util_map.png
Scale: 2 px per µm. The die is cut into 12 by 17 equal tiles; white is low, dark blue is high, 0 to 100% covered.
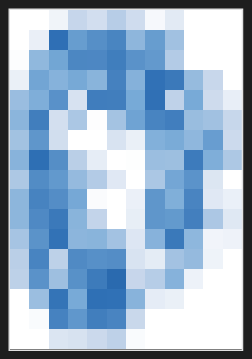
m4.png
Scale: 3 px per µm. Supply wires on this layer in gray.
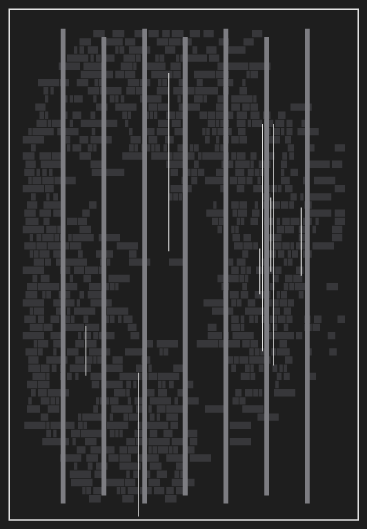
layers.png
Scale: 3 px per µm.
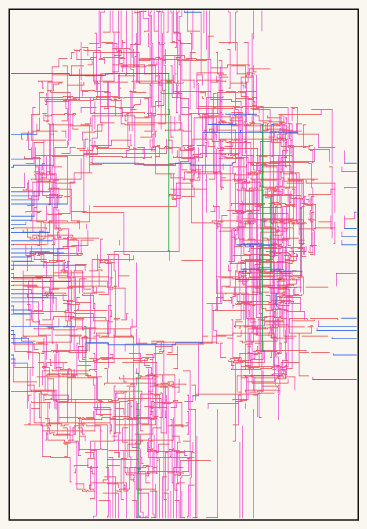
[config.mk]
export PLATFORM = sky130hd
export DESIGN_NAME = mt_twist_temper
export DESIGN_NICKNAME = d
export VERILOG_FILES = /design/src/rtl/mt_pkg.sv /design/src/rtl/mt_temper.sv /design/src/rtl/mt_twist_temper.sv
export SDC_FILE = /design/constraint.sdc
export NUM_CORES = 1
export LEC_CHECK = 0
export CORE_ASPECT_RATIO = 1.5
export CORE_MARGIN = 4
export CORE_UTILIZATION = 25
export CTS_BUF_LIST = sky130_fd_sc_hd__clkbuf_4 sky130_fd_sc_hd__clkbuf_8
export DETAILED_ROUTE_END_ITERATION = 12
export PLACE_DENSITY = 0.56
export RECOVER_POWER = 25
export SYNTH_ARGS = -nofsm -noshare
export SYNTH_HDL_FRONTEND = slang
export SYNTH_SLANG_ARGS = --single-unit
[constraint.sdc]
create_clock -name clk -period 2.1 [get_ports clk]
set_input_delay 0.525 -clock clk [delete_from_list [all_inputs] [get_ports clk]]
set_output_delay 0.525 -clock clk [all_outputs]
set_load 0.03 [all_outputs]
[src/rtl/mt_pkg.sv]
// ---------------------------------------------------------------------------
// mt_pkg
// Shared constants, state encodings and helper functions for the MT19937
// core. Used by the seeding and generation stages.
//   - MT19937 parameters (state length, middle offset, twist/temper masks,
//     seeding multiplier).
//   - Top-level FSM encodings seen on current_state.
//   - Generation-stage FSM states.
//   - Index helpers for the circular 624-entry state RAM and the twist step.
// ---------------------------------------------------------------------------
package mt_pkg;

    localparam int unsigned MT_N       = 624;
    localparam int unsigned MT_M       = 397;
    localparam logic [31:0] MATRIX_A   = 32'h9908_B0DF;
    localparam logic [31:0] UPPER_MASK = 32'h8000_0000;
    localparam logic [31:0] LOWER_MASK = 32'h7FFF_FFFF;
    localparam logic [31:0] TEMPER_B   = 32'h9D2C_5680;
    localparam logic [31:0] TEMPER_C   = 32'hEFC6_0000;
    localparam logic [31:0] SEED_F     = 32'd1812433253;

    localparam logic [9:0] IDX_LAST = 10'(MT_N - 1);     // 623
    localparam logic [9:0] MID_WRAP = 10'(MT_N - MT_M);  // 227: idx+M wraps from here

    // Top-level FSM encodings driven on current_state.
    typedef enum logic [1:0] {
        ST_IDLE = 2'b00,
        ST_SEED = 2'b01,
        ST_GEN  = 2'b10,
        ST_DONE = 2'b11
    } top_state_e;

    // Generation-stage FSM.
    typedef enum logic [2:0] {
        G_IDLE,
        G_PRIME,
        G_LOAD,
        G_RD1,
        G_RD2,
        G_CALC,
        G_OUT
    } gen_state_e;

    // idx+1 with wrap 623 -> 0.
    function automatic logic [9:0] idx_inc(input logic [9:0] i);
        return (i == IDX_LAST) ? 10'd0 : i + 10'd1;
    endfunction

    // (idx + M) mod N without a divider.
    function automatic logic [9:0] idx_mid(input logic [9:0] i);
        return (i >= MID_WRAP) ? i - MID_WRAP : i + 10'(MT_M);
    endfunction

    // One MT19937 twist step: new mt[i] from mt[i], mt[i+1], mt[i+M].
    function automatic logic [31:0] twist(input logic [31:0] cur,
                                          input logic [31:0] nxt,
                                          input logic [31:0] mid);
        logic [31:0] y;
        y = (cur & UPPER_MASK) | (nxt & LOWER_MASK);
        return mid ^ (y >> 1) ^ (y[0] ? MATRIX_A : 32'h0);
    endfunction

endpackage

[src/rtl/mt_temper.sv]
// ---------------------------------------------------------------------------
// mt_temper
// Combinational MT19937 tempering of one 32-bit state word.
// Ports:
//   y_i  in  32  raw state word
//   y_o  out 32  tempered output word
// ---------------------------------------------------------------------------
module mt_temper
    import mt_pkg::*;
(
    input  logic [31:0] y_i,
    output logic [31:0] y_o
);

    logic [31:0] y1;
    logic [31:0] y2;
    logic [31:0] y3;

    // NOTE: combinational logic uses blocking assignments so each step sees
    // the previous one within the same evaluation.
    always_comb begin
        y1  = y_i ^ (y_i >> 11);
        y2  = y1 ^ ((y1 << 7) & TEMPER_B);
        y3  = y2 ^ ((y2 << 15) & TEMPER_C);
        y_o = y3 ^ (y3 >> 18);
    end

endmodule

[src/rtl/mt_twist_temper.sv]
// ---------------------------------------------------------------------------
// mt_twist_temper
// Generation stage of the MT19937 core. Streams through the shared 624-word
// state RAM, twists each word in place and presents it (tempered, or raw)
// on a valid/ready port. Active while current_state == ST_GEN.
//
// Build option: define MT_TEMPER_EN to output temper(new); otherwise the raw
// twisted state word is output (state-RAM debug). Timing is identical.
//
// Ports:
//   clk            in   1   clock
//   rst            in   1   synchronous active-high reset
//   current_state  in   2   top FSM state (ST_GEN runs, ST_SEED clears idx)
//   rd_addr        out  10  state RAM read address (1-cycle read latency)
//   rd_data        in   32  state RAM read data
//   wr_addr        out  10  state RAM write address
//   wr_data        out  32  state RAM write data
//   wr_en          out  1   state RAM write strobe (one cycle, in CALC)
//   rand_out       out  32  random word, held until the next word
//   rand_valid     out  1   rand_out valid
//   rand_ready     in   1   consumer accepts rand_out
//   busy           out  1   FSM not idle
// ---------------------------------------------------------------------------
module mt_twist_temper
    import mt_pkg::*;
(
    input  logic        clk,
    input  logic        rst,
    input  logic [1:0]  current_state,
    output logic [9:0]  rd_addr,
    input  logic [31:0] rd_data,
    output logic [9:0]  wr_addr,
    output logic [31:0] wr_data,
    output logic        wr_en,
    output logic [31:0] rand_out,
    output logic        rand_valid,
    input  logic        rand_ready,
    output logic        busy
);

    gen_state_e  state_q;
    logic [9:0]  idx_q;
    logic [9:0]  rd_addr_q;
    logic [31:0] cur_q;       // mt[idx]
    logic [31:0] nxt_q;       // mt[idx+1]
    logic [31:0] rand_q;

    logic [9:0]  idx_d;       // idx+1 with wrap
    logic [31:0] new_word;    // twisted mt[idx]
    logic [31:0] rand_d;      // value loaded into rand_out in CALC

    assign idx_d = idx_inc(idx_q);

    // mid = mt[idx+M] arrives on rd_data during CALC and is consumed
    // directly, so it never needs its own register.
    assign new_word = twist(cur_q, nxt_q, rd_data);

`ifdef MT_TEMPER_EN
    mt_temper u_temper (
        .y_i (new_word),
        .y_o (rand_d)
    );
`else
    assign rand_d = new_word;
`endif

    // NOTE: rd_addr is registered, so each state loads the address the
    // following state needs; the RAM answers one cycle after that.
    // NOTE: sequential state uses non-blocking assignments; the mode
    // overrides at the bottom rely on the last assignment winning.
    always_ff @(posedge clk) begin
        if (rst) begin
            state_q   <= G_IDLE;
            idx_q     <= '0;
            rd_addr_q <= '0;
            cur_q     <= '0;
            nxt_q     <= '0;
            rand_q    <= '0;
        end else begin
            case (state_q)
                G_IDLE: begin
                    if (current_state == ST_GEN) begin
                        state_q   <= G_PRIME;
                        rd_addr_q <= idx_q;
                    end
                end
                G_PRIME: begin
                    state_q <= G_LOAD;
                end
                G_LOAD: begin
                    cur_q     <= rd_data;
                    rd_addr_q <= idx_d;
                    state_q   <= G_RD1;
                end
                G_RD1: begin
                    rd_addr_q <= idx_mid(idx_q);
                    state_q   <= G_RD2;
                end
                G_RD2: begin
                    nxt_q   <= rd_data;
                    state_q <= G_CALC;
                end
                G_CALC: begin
                    // cur carries over from nxt, so only the next word and
                    // the middle word are read per step.
                    rand_q  <= rand_d;
                    cur_q   <= nxt_q;
                    idx_q   <= idx_d;
                    state_q <= G_OUT;
                end
                G_OUT: begin
                    if (rand_ready) begin
                        rd_addr_q <= idx_d;
                        state_q   <= G_RD1;
                    end
                end
                default: state_q <= G_IDLE;
            endcase

            // Leaving generate drops back to IDLE from any state; idx is
            // kept so re-entry resumes at the next unwritten word.
            if (current_state != ST_GEN) begin
                state_q <= G_IDLE;
            end
            if (current_state == ST_SEED) begin
                idx_q <= '0;
            end
        end
    end

    assign rd_addr    = rd_addr_q;
    assign wr_en      = (state_q == G_CALC);
    assign wr_addr    = wr_en ? idx_q : '0;
    assign wr_data    = wr_en ? new_word : '0;
    assign rand_out   = rand_q;
    assign rand_valid = (state_q == G_OUT);
    assign busy       = (state_q != G_IDLE);

endmodule

==> Changelog: implementation <==
### Physical design

* Area after DPL at between 6000 and 7000 µm²
* Core ar. at around 17000 µm²
* Post-Syn Instances at ~570
* Worst-case reg-to-reg path depth at 7
* Prevailing post-synth register cell: dfxtp_1
* Met1 WL at roughly 5300 µm
* CTS buffer count at 9
* Synth area leader: dfxtp_1
* Mux frac, synth at 0.488%
* Top cells by area: dfxtp_1 40%, a21oi_1 9.3%, nor2_1 7.8%
* DR iter-0 viols at 141
* Post-CTS Setup Bufs at 7
* Status: finished, violations left
* Largest fanout on the critical path at 2
* Met3 Resource Use GR at 3.50%
* H-Tree Depth at 3
* FF-to-FF Start: idx_q[1]
* Largest logic family: simple AND/OR/NAND/NOR gates
* Tool warnings at 28
* Final hold vios at 0
* Worst Setup EP: wr_data[12]
* Die Width at between 100 and 150 µm
* Fmax at 0.475 GHz
* DR WL met2 at ~7800 µm
* First-pass GRT wire length at around 23000 µm
* Crit path kind: in -> out
* Crit path max-delay cell type: clkdlybuf4s50_1
* Pin count of the biggest net entering global routing at around 64
* Seq area share at between 20% and 30%
* RSZ-0062 raised after global routing: true
* Inverters excl. clock at 4
* Flip-flops with a built-in enable at 0
* Storage cell area at roughly 1800 µm²
* Proportion of layout cells with a drive suffix above 1 at about a quarter
* Dpl hpwl at around 10000 µm
* Max incr delay on CP at 0.48 ns
* Area growth, synth to finish at 55.4%
* Die height at around 170 µm
* Clock Tree Buf Depth at 2
* Post-route antenna net violation count at 0
* Registers at slightly below 90
* # setup viols final at 1
* Synth warnings at 0
* Xor+xnor area frac at between 10 and 15%
* Final GP Congestion at 0.934
* CTS root buf: clkbuf_8
* Number of core rows at 58
* Tmin final at between 2 and 2.5 ns
* Logic Gate Count at between 400 and 500
* Signal buf overhead at 28.1%
* FF-to-FF End: rd_addr[7]
* Largest cell class: multi-input combinational cells
* Count of clock buffers in the final design at 10
* Adder Area Share at 0.517%
* I/O pin count at approximately 120
* Instance count on the critical path at 5
* Compound Share, Synth at 18.5%
* Synth async-reset ratio at 0%
* Rel. slew slack at roughly 64%
* Drt pass-1 iters at 4
* CP Capture Type: output pin
* Syn nets at a little over 600
* Via density per instance at between 4 and 5
* Pins over their slew limit at 0
* Max Used Layer: met4
* N_taps at roughly 210
* WP data required at 1.57 ns
* Initial antenna violation count at 0
* Syn Std Cell Area at about 4400 µm²
* Worst path cell trace: clkdlybuf4s50_1 > xor2_1 > xnor2_1 > nor2_4 > buf_6
* Top cells by count: 91 x nor2_1, 88 x dfxtp_1, 84 x nand2_1, 81 x a21oi_1, 34 x xnor2_1
* Failing checks: negative setup slack
* Clock buf/inv share at approximately 3%
* PortBufs at 123
* Cycle use final at 100%
* Worst Hold End: nxt_q[3]
* Area leader share at between 40 and 50%
* Max-cap violation count at 0
* Total power at between 3 and 4 mW
* Cell depth of the worst hold path at 3
* Final Non-Filler Cells at between 900 and 1k
* Dpl ws at -0.206 ns
* Skew final at 0.00920 ns
* WHS at 0.460 ns
* Vias in the first global route at roughly 4.4k
* Pwr Density at around 470 nW/µm²
* Busiest layer in global routing: met2
* Setup TNS at -0.00553 ns
* Non-clk bufs at 185
* Hold buffers post-CTS at 0
* Simple-gate portion of the synthesized area at ~25%
* Final WS setup at -0.00553 ns
* Filler Cell Count at around 1.8k
* Resized Gates After CTS at between 50 and 60
* Combinational share of cell area at roughly 39%
* CP top delay family: buffers and inverters
* Yosys Chip Area at 4360 µm²
* DRC errors left at 0
* Worst-path clk slew at ~0.090 ns
* Met3 WL at approximately 760 µm
-- util_map.png (at the start) --
mean over tiles: 33%
fullest tile: 77%
emptiest ninth of the die: bottom right
Final Util: 39.9%
starting density of the core: 25.7%

-- m4.png (at the start) --
share of all routed wire: 2.4%
nets with wire on the layer: 8
WL final: 14300 µm
Vias: 4486

-- layers.png (at the start) --
legend:
  M1:
    color: red
    wire_length: 5320 µm
  M2:
    color: magenta
    wire_length: 7830 µm
  M4:
    color: green
    wire_length: 341 µm
  M3:
    color: blue
    wire_length: 757 µm
Total GRT Usage: 14.5%
Routed WL per cell: 15.2 µm

[layout by cell type (no fill, tap or decap), drive strengths merged, types with 6 or more instances in the layout]
master	netlist	final
xor2	16	16
a31oi	7	7
dlymetal6s2s	0	6
xnor2	34	34
buf	16	107
nor3	8	8
nand2	84	84
a211oi	6	6
dfxtp	88	88
clkbuf	31	11
clkdlybuf4s50	0	67
nor2	91	91
or3	7	7
a21oi	81	81
nand3	9	9
and2	12	12
o21ai	12	12
[state kept, by name, summed over array words and instances (netlist names)]
signal / flops
cur_q: 1
idx_q: 10
nxt_q: 32
rand_out: 32
rd_addr: 10
state_q: 3
[report_power, final]
group | switching, mW | internal [mW]
combinational | 0.144 | 0.142
clock | 0.665 | 0.571
sequential | 0.00782 | 1.68
Power figures rest on the tool's default switching activity, not on a simulated workload.
